[config.mk]
export PLATFORM = sky130hd
export DESIGN_NAME = ra_guard_stack
export DESIGN_NICKNAME = d
export VERILOG_FILES = /design/src/rtl/ra_guard_stack.sv
export SDC_FILE = /design/constraint.sdc
export NUM_CORES = 1
export LEC_CHECK = 0
export CORE_MARGIN = 2
export CORE_UTILIZATION = 50
export DETAILED_ROUTE_END_ITERATION = 8
export GPL_ROUTABILITY_DRIVEN = 0
export PLACE_DENSITY = 0.72
export SLEW_MARGIN = 40
export SYNTH_ARGS = -nofsm -noshare
export SYNTH_HDL_FRONTEND = slang
export SYNTH_SLANG_ARGS = --single-unit
[constraint.sdc]
create_clock -name clk_i -period 5.8 [get_ports clk_i]
set_input_delay 0.87 -clock clk_i [delete_from_list [all_inputs] [get_ports clk_i]]
set_output_delay 0.87 -clock clk_i [all_outputs]
set_load 0.02 [all_outputs]
[src/rtl/ra_guard_stack.sv]
// Return-address guard: a circular shadow stack of encoded links, checked on every return.
// Optional crash request on mismatch is compiled in with RA_GUARD_CRASH_EN.
module ra_guard_stack #(
  parameter int unsigned DEPTH = 8,
  parameter logic [30:0] KEY   = 31'h73fa06c2
) (
  input  logic                     clk_i,
  input  logic                     rst_ni,
  input  logic                     call_valid_i,
  input  logic [31:0]              call_link_i,
  input  logic                     ret_valid_i,
  input  logic [31:0]              ret_link_i,
  input  logic                     clear_i,
  input  logic                     en_crash_i,
  output logic [31:0]              ret_pc_o,
  output logic                     ret_pc_valid_o,
  output logic                     mismatch_o,
  output logic                     to_crash_o,
  output logic                     overflow_o,
  output logic [$clog2(DEPTH):0]   depth_o,
  output logic [15:0]              mismatch_cnt_o
);

  localparam int unsigned PW = $clog2(DEPTH);
  localparam int unsigned CW = PW + 1;

  logic [30:0]   mem [DEPTH];
  logic [PW-1:0] wr_ptr;
  logic [PW-1:0] top_idx;
  logic [PW-1:0] wr_addr;
  logic [PW-1:0] ptr_nxt;
  logic [CW-1:0] cnt_nxt;
  logic [30:0]   top_entry;
  logic          empty;
  logic          full;
  logic          do_pop;
  logic          ovf_set;
  logic          mis_c;
  logic          unused_bits;

  assign unused_bits = ^{call_link_i[31], ret_link_i[31], ret_link_i[0]};

  // Next pointer/occupancy: a same-cycle pop and push rewrites the top slot in place.
  always_comb begin
    top_idx   = wr_ptr - PW'(1);
    top_entry = mem[top_idx];
    empty     = (depth_o == '0);
    full      = (depth_o == CW'(DEPTH));
    do_pop    = ret_valid_i && !empty;
    mis_c     = 1'b0;
    if (ret_valid_i) begin
      mis_c = empty ? !overflow_o : (top_entry[30:1] != ret_link_i[30:1]);
    end
    wr_addr = do_pop ? top_idx : wr_ptr;
    ptr_nxt = wr_ptr;
    cnt_nxt = depth_o;
    ovf_set = 1'b0;
    if (call_valid_i && !do_pop) begin
      ptr_nxt = wr_ptr + PW'(1);
      if (full) begin
        ovf_set = 1'b1;
      end else begin
        cnt_nxt = depth_o + CW'(1);
      end
    end else if (do_pop && !call_valid_i) begin
      ptr_nxt = wr_ptr - PW'(1);
      cnt_nxt = depth_o - CW'(1);
    end
  end

  // Entry storage carries no reset; occupancy alone decides what is valid.
  always_ff @(posedge clk_i) begin
    if (call_valid_i && !clear_i) begin
      mem[wr_addr] <= call_link_i[30:0];
    end
  end

  always_ff @(posedge clk_i or negedge rst_ni) begin
    if (!rst_ni) begin
      wr_ptr         <= '0;
      depth_o        <= '0;
      overflow_o     <= 1'b0;
      ret_pc_o       <= '0;
      ret_pc_valid_o <= 1'b0;
      mismatch_o     <= 1'b0;
      mismatch_cnt_o <= '0;
    end else if (clear_i) begin
      wr_ptr         <= '0;
      depth_o        <= '0;
      overflow_o     <= 1'b0;
      ret_pc_o       <= '0;
      ret_pc_valid_o <= 1'b0;
      mismatch_o     <= 1'b0;
      mismatch_cnt_o <= '0;
    end else begin
      wr_ptr         <= ptr_nxt;
      depth_o        <= cnt_nxt;
      overflow_o     <= overflow_o | ovf_set;
      ret_pc_o       <= do_pop ? {1'b1, top_entry ^ KEY} : 32'h0;
      ret_pc_valid_o <= do_pop;
      mismatch_o     <= mis_c;
      if (mis_c && (mismatch_cnt_o != 16'hFFFF)) begin
        mismatch_cnt_o <= mismatch_cnt_o + 16'd1;
      end
    end
  end

`ifdef RA_GUARD_CRASH_EN
  // Sticky crash request, raised alongside the mismatch pulse.
  always_ff @(posedge clk_i or negedge rst_ni) begin
    if (!rst_ni) begin
      to_crash_o <= 1'b0;
    end else if (clear_i) begin
      to_crash_o <= 1'b0;
    end else if (mis_c && en_crash_i) begin
      to_crash_o <= 1'b1;
    end
  end
`else
  logic unused_crash;
  assign unused_crash = en_crash_i;
  assign to_crash_o   = 1'b0;
`endif

endmodule

Fig. 1: run 1, where the registers sit
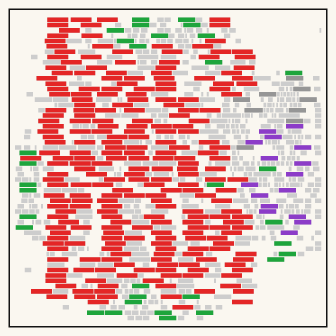
- red: mem (sequential cells 248)
- purple: mismatch_cnt_o (sequential cells 16; where middle right)
- green: ret_pc_o (sequential cells 32; where widely spread)
- not coloured: 9
Flop area: 8870 sq um
sequential share of cell area: 58.8%
post-layout util: 62.1%
sequential power: 2.77 mW

Fig. 2: run 1, M1 wires
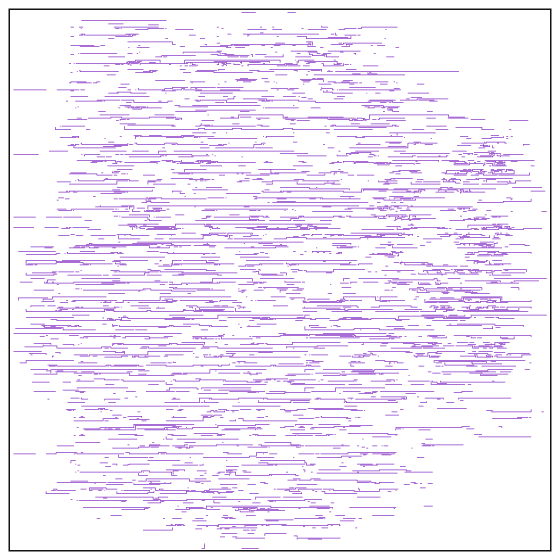
- longest straight run: 63.0 microns
- wire length on this layer: 11200 microns
- main direction: horizontal
Final Routed Wirelength: 26.8 mm
routed vias: 6644
met1 global-route usage: 29.6%

Fig. 3: run 1, placement density heat map
The die is cut into 16 by 16 equal tiles; white is low, dark blue is high, 0 to 100% covered.
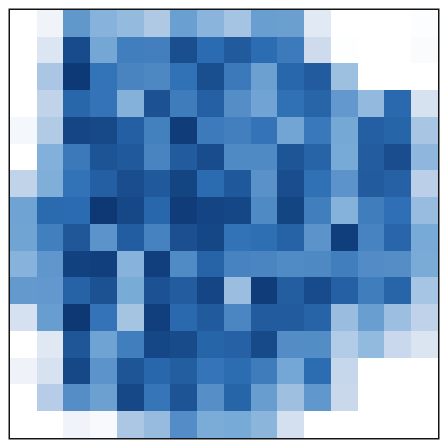
- densest ninth of the die: centre
- nearly empty tiles: 12%
- mean over tiles: 56%
- emptiest ninth of the die: lower right
- tiles over 75% full: 35%
- fullest tile: 97%

Fig. 4: run 1, the metal 2 layer
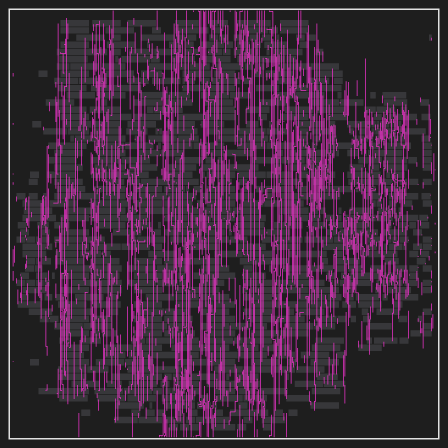
- longest straight run: 72.1 microns
- share of all routed wire: 51%

==> job_summary.md, run 1 <==
### Flow metrics

| Metric | Value |
|---|---|
| Non-filler cells in the finished layout | 1174 |
| Cell type taking the most area | flip-flops and latches |
| Drt wl/cell | 22.8 microns |
| Clock slew at reported path FFs | 0.07 ns |
| CTS tree | built |
| Area fraction of clock buffers and clock inverters | 6.88% |
| WP buf/inv | 3 |
| Worst R2R Path Depth | 12 |
| Combinational share of cell area | 22.3% |
| WP depth | 12 |
| Setup violations, final | 0 |
| Top cell excl fill/tap | edfxtp_1 |
| Worst IR Drop VDD | 294 uV |
| Largest net degree at the start of global routing | 58 |
| Worst setup path endpoint | mismatch_cnt_o[9] |
| Top layer in use | met4 |
| Status | complete, no violations |
| Fp_density | 50.9% |
| Layout area overhead | 21.9% |
| Post-route DRC | 0 |
| Setup CP Type | reg2reg |
| Pre-antenna DRT Iters | 5 |
| Cell internal pwr | 5.20 mW |
| Achievable Freq | 0.213 GHz |
| Gr usage total | 21.3% |
| Clk. pwr | 2.00 mW |
| Vias per cell | 5.66 |
| Total power | 7.81 mW |
| Worst slew pin tran | 0.816 ns |
| Dpl hpwl | 16.6 mm |
| Non-clock inverter total of the final layout | 9 |
| Cts bufs inserted | 31 |
| DP Worst Slack | 1.25 ns |
| Basic Gates by Area | 6.67% |
| Top reg by flops | mem |
| Worst R2R Setup Slack | 1.09 ns |
| Clk_buf instances | 42 |
| Sequential Power Share | 35.4% |
| Ys async rst share | 18.7% |
| Root Driver | clkbuf_16 |
| Routed met3 length | 1.61 mm |
| FF-to-FF End | mismatch_cnt_o[9] |
| DR iter-0 viols | 772 |
| Slew Limit Headroom | 45.5% |
| CP top delay family | simple AND/OR/NAND/NOR gates |
| Setup TNS | 0 ns |
| Total grt overflow | 0 |
| Post-synth top area share | 60.1% |
| Main logic family | multiplexers |
| Crit path time final | 4.71 ns |
Fig. 5: run 1, placement view
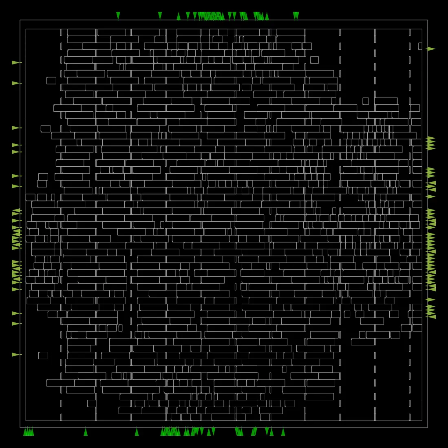

==> run 2, diff against run 1 <==
==> constraint.sdc (replaced) <==
create_clock -name clk_i -period 4.6 [get_ports clk_i]
set_input_delay 0.69 -clock clk_i [delete_from_list [all_inputs] [get_ports clk_i]]
set_output_delay 0.69 -clock clk_i [all_outputs]
set_load 0.02 [all_outputs]
Fig. 6: run 2, placement view
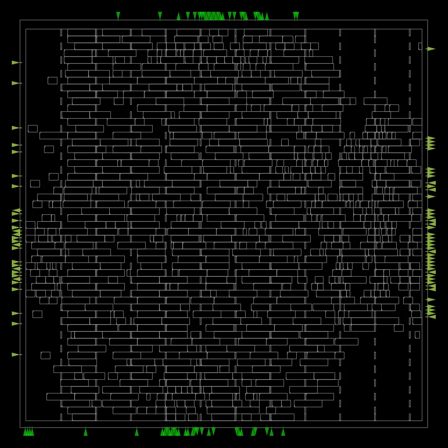
fill cell count: 1685
core area: 24300 sq um
sequential share of cell area: 59.0%
row count: 57
Flops: 305

Fig. 7: run 2, M1 wires
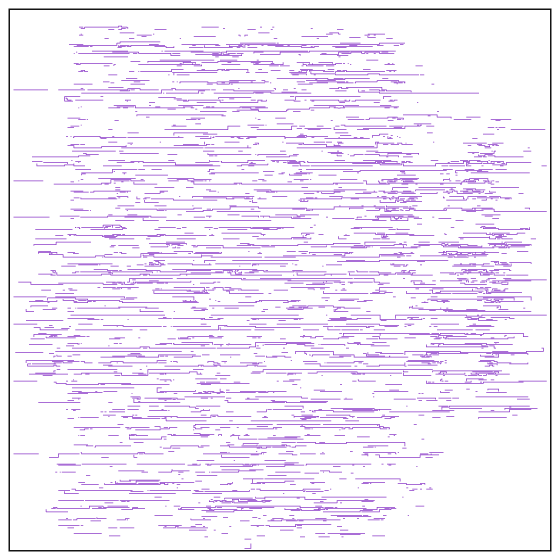
- wire length on this layer: 10800 microns
- main direction: horizontal
- longest straight run: 50.6 microns
routed vias: 6606
met1 global-route usage: 27.4%

Fig. 8: run 2, placement density heat map
The die is cut into 16 by 16 equal tiles; white is low, dark blue is high, 0 to 100% covered.
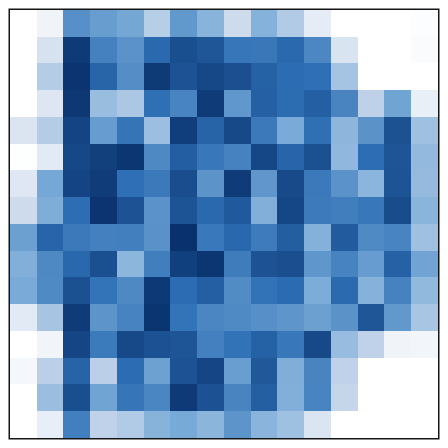
- tiles over 75% full: 32%
- nearly empty tiles: 11%
- mean over tiles: 56%
- emptiest ninth of the die: lower right
- fullest tile: 99%
fp_density: 50.9%
post-layout util: 61.9%

==> run 2 against run 1 <==
Net effect:
- non-clock buffer count up 1
- synthesized area unchanged
- register-to-register slack worse by 0.75 ns
- final area down 0.30%
- worst setup slack worse by 0.75 ns
- critical path type unchanged
==> job_summary.md, run 2 <==
### Flow metrics

| Metric | Value |
|---|---|
| Post-route DRC | 0 (unchanged) |
| Ys async rst share | 18.7% (unchanged) |
| Clk. pwr | 2.35 mW (was 2.00 mW) |
| Non-clock inverter total of the final layout | 9 (unchanged) |
| Top cell excl fill/tap | edfxtp_1 (unchanged) |
| Worst R2R Setup Slack | 0.34 ns (was 1.09 ns) |
| Area fraction of clock buffers and clock inverters | 6.36% (was 6.88%) |
| Setup CP Type | reg2reg (unchanged) |
| Non-filler cells in the finished layout | 1174 (unchanged) |
| Status | complete, no violations (unchanged) |
| Worst slew pin tran | 0.735 ns (was 0.816 ns) |
| DR iter-0 viols | 565 (was 772) |
| DP Worst Slack | 0.394 ns (was 1.25 ns) |
| Total grt overflow | 0 (unchanged) |
| Combinational share of cell area | 22.3% (about the same) |
| Sequential Power Share | 35.8% (was 35.4%) |
| Flop area | 8870 sq um (unchanged) |
| Worst IR Drop VDD | 414 uV (was 294 uV) |
| Gr usage total | 20.6% (was 21.3%) |
| Cell internal pwr | 6.50 mW (was 5.20 mW) |
| Setup TNS | 0 ns (unchanged) |
| WP buf/inv | 3 (unchanged) |
| Top reg by flops | mem (unchanged) |
| Achievable Freq | 0.235 GHz (was 0.213 GHz) |
| Pre-antenna DRT Iters | 5 (unchanged) |
| Setup violations, final | 0 (unchanged) |
| Main logic family | multiplexers (unchanged) |
| Worst R2R Path Depth | 13 (was 12) |
| Layout area overhead | 21.5% (was 21.9%) |
| Cell type taking the most area | flip-flops and latches (unchanged) |
| Vias per cell | 5.63 (was 5.66) |
| Post-synth top area share | 60.1% (unchanged) |
| FF-to-FF End | mismatch_cnt_o[9] (unchanged) |
| Routed met3 length | 1.48 mm (was 1.61 mm) |
| Slew Limit Headroom | 51.0% (was 45.5%) |
Fig. 9: run 2, where the registers sit
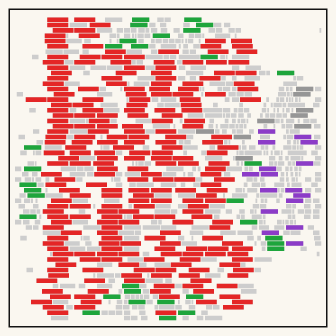

==> run 3, diff against run 2 <==
--- a/config.mk
+++ b/config.mk
@@ -6,10 +6,10 @@
 export NUM_CORES = 1
 export LEC_CHECK = 0
 export CORE_MARGIN = 2
-export CORE_UTILIZATION = 50
+export CORE_UTILIZATION = 57
 export DETAILED_ROUTE_END_ITERATION = 8
 export GPL_ROUTABILITY_DRIVEN = 0
-export PLACE_DENSITY = 0.72
+export PLACE_DENSITY = 0.8
 export SLEW_MARGIN = 40
 export SYNTH_ARGS = -nofsm -noshare
 export SYNTH_HDL_FRONTEND = slang
Fig. 10: run 3, where the registers sit
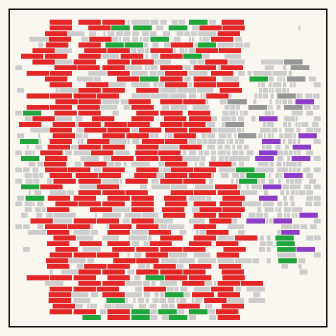
- red: mem (sequential cells 248)
- purple: mismatch_cnt_o (sequential cells 16; where middle right)
- green: ret_pc_o (sequential cells 32; where widely spread)
- not coloured: 9
sequential power: 3.49 mW
sequential share of cell area: 59.3%
post-layout util: 70.8%

Fig. 11: run 3, placement view
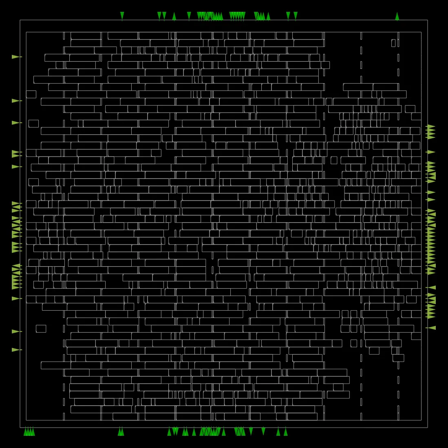
Tapcell Cnt: 275
row count: 53
core area: 21200 sq um
non-filler cells in the finished layout: 1129

Fig. 12: run 3, M1 wires
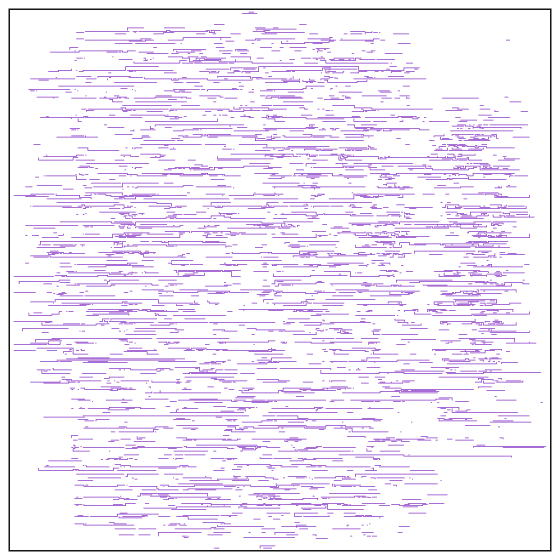
- longest straight run: 46.5 microns
- nets with wire on the layer: 820
- main direction: horizontal
- wire length on this layer: 10400 microns
- share of all routed wire: 40%
routed vias: 6752
met1 global-route usage: 32.7%
Final Routed Wirelength: 26.4 mm

==> run 3 against run 2 <==
Net effect:
- cell count down 3.8%
- sequential cell count unchanged
- synthesized area unchanged
- highest routed layer unchanged
==> job_summary.md, run 3 <==
### Flow metrics

| Metric | Value |
|---|---|
| Drt wl/cell | 23.4 microns (was 22.4 microns) |
| Sequential Power Share | 36.0% (was 35.8%) |
| FF-to-FF End | mismatch_cnt_o[7] (was mismatch_cnt_o[9]) |
| Cell type taking the most area | flip-flops and latches (unchanged) |
| Worst R2R Setup Slack | 0.31 ns (was 0.34 ns) |
| Fill cell count | 1246 (was 1685) |
| Combinational share of cell area | 22.5% (was 22.3%) |
| Cell internal pwr | 6.43 mW (was 6.50 mW) |
| Setup CP Type | reg2reg (unchanged) |
| Worst IR Drop VDD | 374 uV (was 414 uV) |
| Fp_density | 58.5% (was 50.9%) |
| Top reg by flops | mem (unchanged) |
| Routed met3 length | 2.02 mm (was 1.48 mm) |
| Cts bufs inserted | 30 (unchanged) |
| Total power | 9.69 mW (was 9.73 mW) |
| CP top delay family | simple AND/OR/NAND/NOR gates (unchanged) |
| Flop area | 8870 sq um (unchanged) |
| WP depth | 12 (was 13) |
| Vias per cell | 5.98 (was 5.63) |
| DR iter-0 viols | 649 (was 565) |
| Non-clock inverter total of the final layout | 9 (unchanged) |
| Layout area overhead | 20.9% (was 21.5%) |
| Ys async rst share | 18.7% (unchanged) |
| Post-route DRC | 0 (unchanged) |
| Clk_buf instances | 37 (was 47) |
| CTS tree | built (unchanged) |
| Clock slew at reported path FFs | 0.06 ns (about the same) |
| Pre-antenna DRT Iters | 5 (unchanged) |
| Total grt overflow | 0 (unchanged) |
| Gr usage total | 23.7% (was 20.6%) |
| Crit path time final | 4.29 ns (was 4.26 ns) |
| Setup TNS | 0 ns (unchanged) |
| Setup violations, final | 0 (unchanged) |
| Dpl hpwl | 16.1 mm (was 16.0 mm) |
| Post-synth top area share | 60.1% (unchanged) |
| Root Driver | clkbuf_16 (unchanged) |
| Worst setup path endpoint | mismatch_cnt_o[7] (was mismatch_cnt_o[9]) |
| Flops | 305 (unchanged) |
| Status | complete, no violations (unchanged) |
| WP buf/inv | 2 (was 3) |
| Basic Gates by Area | 6.67% (unchanged) |
Power is estimated from default activity; no workload was simulated.
